Fig. 1: the metal 1 layer
Bar = 20 microns. Supply wires on this layer in grey.
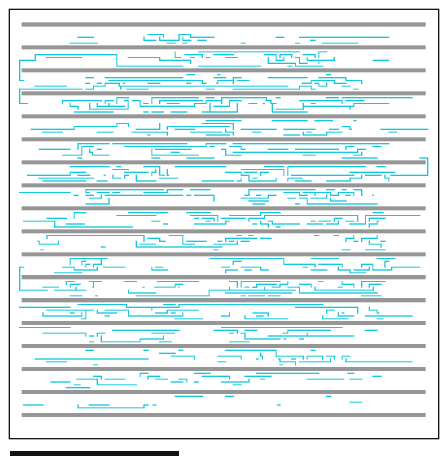
Fig. 2: met2 routing
Cells faint in the background.
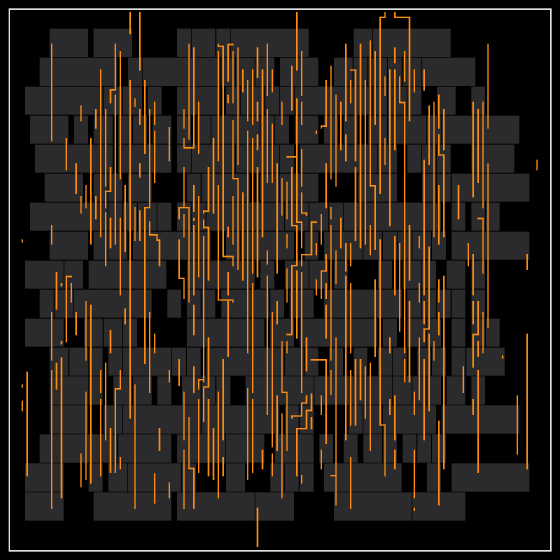
Fig. 3: the metal 3 layer
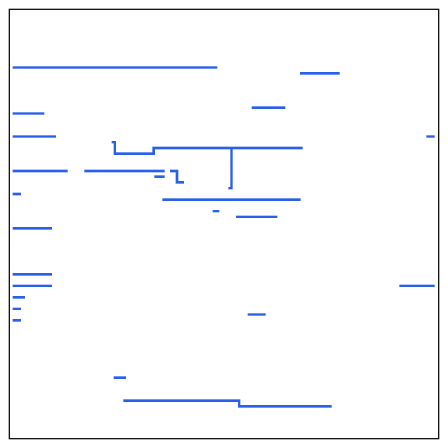
--- config.mk ---
export PLATFORM = sky130hd
export DESIGN_NAME = wbuf_id_alloc
export DESIGN_NICKNAME = d
export VERILOG_FILES = /design/src/rtl/wbuf_id_alloc_pkg.sv /design/src/rtl/wbuf_id_alloc.sv
export SDC_FILE = /design/constraint.sdc
export NUM_CORES = 1
export LEC_CHECK = 0
export ABC_AREA = 1
export CORE_UTILIZATION = 61
export CTS_BUF_LIST = sky130_fd_sc_hd__clkbuf_8
export CTS_CLUSTER_SIZE = 12
export DETAILED_ROUTE_END_ITERATION = 8
export GPL_TIMING_DRIVEN = 0
export PLACE_DENSITY = 0.91
export SYNTH_ARGS = -nofsm -noshare
export SYNTH_HDL_FRONTEND = slang
export SYNTH_SLANG_ARGS = --single-unit
--- constraint.sdc ---
create_clock -name clk -period 4.7 [get_ports clk]
set_clock_uncertainty 0.15 [all_clocks]
set_input_delay 0.94 -clock clk [delete_from_list [all_inputs] [get_ports clk]]
set_output_delay 0.94 -clock clk [all_outputs]
set_load 0.02 [all_outputs]
--- src/rtl/wbuf_id_alloc_pkg.sv ---
// Shared configuration types for the write-buffer ID allocator.
//   mpc_cfg_t     : block configuration; u.wbufSize is the number of write-buffer entries.
//   MpcCfgDefault : 4-entry configuration used when no Cfg override is given.
//   ptr_w()       : width of a pointer that addresses 0..n-1 (at least 1 bit).
package wbuf_id_alloc_pkg;

  typedef struct packed {
    int unsigned wbufSize;
  } mpc_u_cfg_t;

  typedef struct packed {
    mpc_u_cfg_t u;
  } mpc_cfg_t;

  localparam mpc_cfg_t MpcCfgDefault = '{u: '{wbufSize: 32'd4}};

  function automatic int unsigned ptr_w(input int unsigned n);
    return (n > 1) ? $clog2(n) : 1;
  endfunction

endpackage

--- src/rtl/wbuf_id_alloc.sv ---
// Free-list allocator for write-buffer entry IDs.
// IDs live in a circular queue (head = next to grant, tail = next return slot) with a busy
// bitmap that validates returns. Grants are combinational from registers; returns become
// grantable the following cycle, in FIFO order of return.
// Ports:
//   clk, rst_n   : clock, synchronous active-low reset
//   alloc_valid  : requester wants an ID this cycle
//   alloc_ready  : an ID is available (free_cnt != 0)
//   alloc_id     : ID granted on alloc_valid && alloc_ready
//   free_valid   : write buffer returns free_id (xbar_rsp_free_valid / xbar_rsp_free_id)
//   free_cnt     : number of free IDs
//   all_free     : free_cnt == N
//   err_valid    : one-cycle pulse, the free of the previous cycle was rejected
//   err_id       : ID of the rejected free
module wbuf_id_alloc
  import wbuf_id_alloc_pkg::*;
#(
  parameter mpc_cfg_t Cfg = MpcCfgDefault,
  localparam int unsigned N    = Cfg.u.wbufSize,
  // One value beyond N-1 must be representable so out-of-range frees can be reported.
  localparam int unsigned IdW  = $clog2(N + 1),
  localparam int unsigned CntW = $clog2(N + 1)
) (
  input  logic            clk,
  input  logic            rst_n,
  input  logic            alloc_valid,
  output logic            alloc_ready,
  output logic [IdW-1:0]  alloc_id,
  input  logic            free_valid,
  input  logic [IdW-1:0]  free_id,
  output logic [CntW-1:0] free_cnt,
  output logic            all_free,
  output logic            err_valid,
  output logic [IdW-1:0]  err_id
);

  localparam int unsigned PtrW = ptr_w(N);

  typedef logic [IdW-1:0]  wbufWidth_t;
  typedef logic [PtrW-1:0] ptr_t;
  typedef logic [CntW-1:0] cnt_t;

  localparam ptr_t LastPtr = ptr_t'(N - 1);
  localparam cnt_t FullCnt = cnt_t'(N);

  function automatic ptr_t ptr_inc(input ptr_t p);
    return (p == LastPtr) ? '0 : p + ptr_t'(1);
  endfunction

  wbufWidth_t   q_q [N];
  wbufWidth_t   q_d [N];
  ptr_t         head_q, head_d;
  ptr_t         tail_q, tail_d;
  logic [N-1:0] busy_q, busy_d;
  cnt_t         cnt_q, cnt_d;
  logic         err_valid_q;
  wbufWidth_t   err_id_q, err_id_d;

  logic alloc_fire;
  logic free_in_range;
  logic busy_hit;
  logic free_accept;
  logic free_reject;

  assign alloc_ready = (cnt_q != '0);
  assign alloc_id    = q_q[head_q];
  assign alloc_fire  = alloc_valid && alloc_ready;
  assign free_cnt    = cnt_q;
  assign all_free    = (cnt_q == FullCnt);
  assign err_valid   = err_valid_q;
  assign err_id      = err_id_q;

  // The check uses the pre-edge bitmap, so freeing the ID being granted this same cycle
  // sees it not-yet-busy and is rejected.
  always_comb begin
    busy_hit = 1'b0;
    for (int unsigned i = 0; i < N; i++) begin
      if (free_id == wbufWidth_t'(i)) busy_hit = busy_q[i];
    end
  end

  assign free_in_range = (free_id < wbufWidth_t'(N));
  assign free_accept   = free_valid && free_in_range && busy_hit;
  assign free_reject   = free_valid && !free_accept;

  always_comb begin
    head_d   = head_q;
    tail_d   = tail_q;
    busy_d   = busy_q;
    cnt_d    = cnt_q;
    err_id_d = err_id_q;
    for (int unsigned i = 0; i < N; i++) q_d[i] = q_q[i];

    if (alloc_fire) head_d = ptr_inc(head_q);

    if (free_accept) begin
      q_d[tail_q] = free_id;
      tail_d      = ptr_inc(tail_q);
    end

    // Granted and returned IDs are always distinct bits (see busy_hit).
    for (int unsigned i = 0; i < N; i++) begin
      if (alloc_fire && (alloc_id == wbufWidth_t'(i))) busy_d[i] = 1'b1;
      if (free_accept && (free_id == wbufWidth_t'(i))) busy_d[i] = 1'b0;
    end

    unique case ({free_accept, alloc_fire})
      2'b10:   cnt_d = cnt_q + cnt_t'(1);
      2'b01:   cnt_d = cnt_q - cnt_t'(1);
      default: cnt_d = cnt_q;
    endcase

    if (free_reject) err_id_d = free_id;
  end

  always_ff @(posedge clk) begin
    if (!rst_n) begin
      for (int unsigned i = 0; i < N; i++) q_q[i] <= wbufWidth_t'(i);
      head_q      <= '0;
      tail_q      <= '0;
      busy_q      <= '0;
      cnt_q       <= FullCnt;
      err_valid_q <= 1'b0;
      err_id_q    <= '0;
    end else begin
      for (int unsigned i = 0; i < N; i++) q_q[i] <= q_d[i];
      head_q      <= head_d;
      tail_q      <= tail_d;
      busy_q      <= busy_d;
      cnt_q       <= cnt_d;
      err_valid_q <= free_reject;
      err_id_q    <= err_id_d;
    end
  end

  // Counter must never wrap in either direction.
  always_ff @(posedge clk) begin
    if (rst_n) begin
      assert (!(alloc_fire && !free_accept && (cnt_q == '0)));
      assert (!(free_accept && !alloc_fire && (cnt_q == FullCnt)));
    end
  end

endmodule

==> job_summary.md <==
### Yosys + OpenROAD results

| Metric | Value |
|---|---|
| Crit path time final | `3310 ps` |
| Crit path max-delay cell type | `clkdlybuf4s50_1` |
| Vias in the first global route | `around 1300` |
| Most common cell in the synthesized netlist | `nand2_1` |
| Seq area share | `about a third` |
| Logic inverters | `27` |
| Combinational Power | `roughly 140 uW` |
| Worst setup EP type | `register` |
| Antenna viol nets, final | `0` |
| Logic share of the area | `approximately 41%` |
| Layout area overhead | `20.5%` |
| Commonest Layout Cell | `nand2_1` |
| Clock power share | `a little over a third` |
| Slew HR | `about two thirds` |
| Status | `completed` |
| Clock root cell | `clkbuf_8` |
| Top sig layer | `met4` |
| Total die size | `0.00257 sq mm` |
| Post-cts sizing count | `0` |
| Reg clk slew, reported paths | `roughly 70 ps` |
| Top Ports | `19` |
| Share of layout cells above drive strength 1 | `~10%` |
| Worst-Skew Late Latency | `just under 300 ps` |
| Lkg Pwr | `around 0.00085 uW` |
| CP top delay family | `buffers and inverters` |
| Final worst path period share | `approximately 71%` |
| Max IR drop VDD | `0.380 mV` |
| # H-tree levels | `2` |
| Unique masters post-synth | `23` |
| Final nets | `around 240` |
| Number of enable flip-flop cells | `0` |
| WL met3 | `about 160 microns` |
| WS Path Type | `in2reg` |
| Yosys cell count | `~200` |
| N_diodes | `0` |
| Hold Crit Class | `reg2reg` |
| Post-Layout Inst Area | `~0.0017 sq mm` |
| Signal buffers share of area | `roughly 12%` |
| Tap cells | `28` |
| Metal2 WL | `around 1600 microns` |
| Clk power | `roughly 230 uW` |
| Placed inst area | `0.00164 sq mm` |
| Num CTS Buffers | `5` |
| RSZ-0062 raised after global routing | `false` |
| Setup TNS Final | `0 ps` |
| # clk buffers | `7` |
| Initial antenna violation count | `0` |
| Avg Vias per Cell | `slightly above 5` |
| Global route total overflow | `0` |
| YS warnings | `0` |
| Largest net degree at the start of global routing | `11` |
| First-pass GRT wire length | `between 5000 and 6000 microns` |
| Grt peak-use layer | `met2` |
| Placed Cells | `approximately 240` |
| Final setup viols | `0` |
| Starting DRT DRC Count | `24` |
| Sink Count | `29` |
| RePlAce Congestion | `a little under 0.8` |
| Top pwr grp | `registers` |
| Pre-CTS setup slack | `~1100 ps` |
| Slew Viols, Final | `0` |
| Fin. Hold Viols | `0` |
| Most instantiated logic cells after routing | `46 x nand2_1, 29 x dfxtp_1, 27 x nor2_1` |
| Yosys chip area | `approximately 0.0014 sq mm` |
| Switching power share of the total | `approximately 30%` |
| All-Layer GR Usage | `between 20% and 30%` |
| Synth Flop Type | `dfxtp_1` |
| Seq power | `274 uW` |
| Reg power frac | `between 40% and 50%` |
| Row count | `17` |
| Comb pwr share | `between 20% and 30%` |
| Seq share, synth | `approximately two fifths` |
| Wl on met1 | `about 1400 microns` |
| DR WL/cell | `around 13 microns` |
| Worst path buffer plus inverter count | `3` |
| Max-Cap Viols | `0` |
| Net Sw Power | `187 uW` |
| Area share, top type | `between 40% and 50%` |
| Residual DRC | `0` |
| Mean Syn Cell Area | `just over 7 sq um` |
| Hpwl dp | `2290 microns` |
| Critical path startpoint category | `input pin` |
| Hold_buf cts | `0` |
| CP dominant cell by count | `nand2_1` |
| Fillers | `roughly 170` |
| Layout clock area frac | `a little under 6%` |
| Synth Cell Area | `0.00145 sq mm` |
| Port Buffers | `16` |
| Worst Tran Pin Value | `480 ps` |
| Leading cell category by total area | `multi-input combinational cells` |
| Core Region | `between 0.002 and 0.0025 sq mm` |
| CTS tree | `done` |
| WHS | `~300 ps` |
| Setup bufs post-CTS | `0` |
| Cell type with the largest total area | `dfxtp_1` |
| Max Clock Freq | `roughly 0.3 GHz` |
| Flop count | `29` |
| Mi-comb count | `roughly 140` |
| Tot Pwr | `between 600 and 700 uW` |
| Worst Path Arrival | `3340 ps` |
| Pre-Place Util | `between 60% and 70%` |
| Logic area | `713 sq um` |
| Synth cell count leaders | `46 x nand2_1, 29 x dfxtp_1, 27 x nor2_1` |
| Clk buf depth | `2` |
| CP peak stage delay | `~640 ps` |
| Async SR Flop Fraction | `0%` |
| Mapped Cells | `about 200` |
| Internal Power | `roughly 450 uW` |
| Worst path required time | `about 4700 ps` |
| Cell area leaders | `dfxtp_1 40%, nand2_1 12%, nor2_1 7.0%` |
| Fin worst setup slack | `1390 ps` |
| Ys flops | `29` |
| Syn nets | `about 210` |
| Die H | `50.7 microns` |
| CP max FO | `10` |
| Pre-antenna DRT Iters | `4` |
| Reg area | `around 580 sq um` |
| Critical Path, Cell by Cell | `clkdlybuf4s50_1, nand2_1, nor2_1, nand2_1, nand2_1, nor2_2, nand2_4, buf_6, ha_1, inv_1, fa_1, a21oi_1, o21ai_0, a21oi_1, o21ai_0` |
| Util after Layout | `just under 80%` |
| Die width | `around 51 microns` |
| Log Warnings | `29` |
| Final Non-Filler Cells | `around 250` |
| PD cells | `365 mW/mm^2` |
| Buffers excl. clock | `23` |
Notes on Fig. 1 above:
share of all routed wire	44%
longest straight run	19.9 microns
nets with wire on the layer	211
main direction	horizontal
wire length on this layer	1390 microns
grt met1 use: 29.9%
WL final: 3170 microns
Vias: 1303

Notes on Fig. 2 above:
longest straight run	31.6 microns
nets with wire on the layer	188
wire length on this layer	1570 microns
grt met2 use: 49.6%

Notes on Fig. 3 above:
nets with wire on the layer	21
share of all routed wire	5.0%
met3 Track Usage GR: 7.58%

logic make-up (layout without fill, tap and decap cells):
logic type      after synthesis  after routing  synth area share [%]
flops                        29             29                  40.2
buf+inv                      34             58                  10.5
compound gates               22             22                  7.97
simple gates                107            107                  34.8
fa+ha+maj                     7              7                  6.58
tightest hold or removal path, cell delays in order, from the launching register on:
cell and delay [ps]:
dfxtp_1 310, inv_1 50, a21oi_1 50
sequential cells by signal, indices dropped and copies added (netlist names), named ones only:
register,cells
err_id,3
head_q,2
err_valid,1
q_q,12
free_cnt,3
tail_q,2
busy_q,4
final timing paths:
check             start     endpoint  slack (ps)  depth (start not counted)
max          free_id[1]  free_cnt[2]        1390                         15
min           busy_q[2]    busy_q[2]         300                          2
max reg2reg   busy_q[0]  free_cnt[2]        2500                         11
min reg2reg   busy_q[2]    busy_q[2]         300                          2
Power and IR drop assume default switching activity.
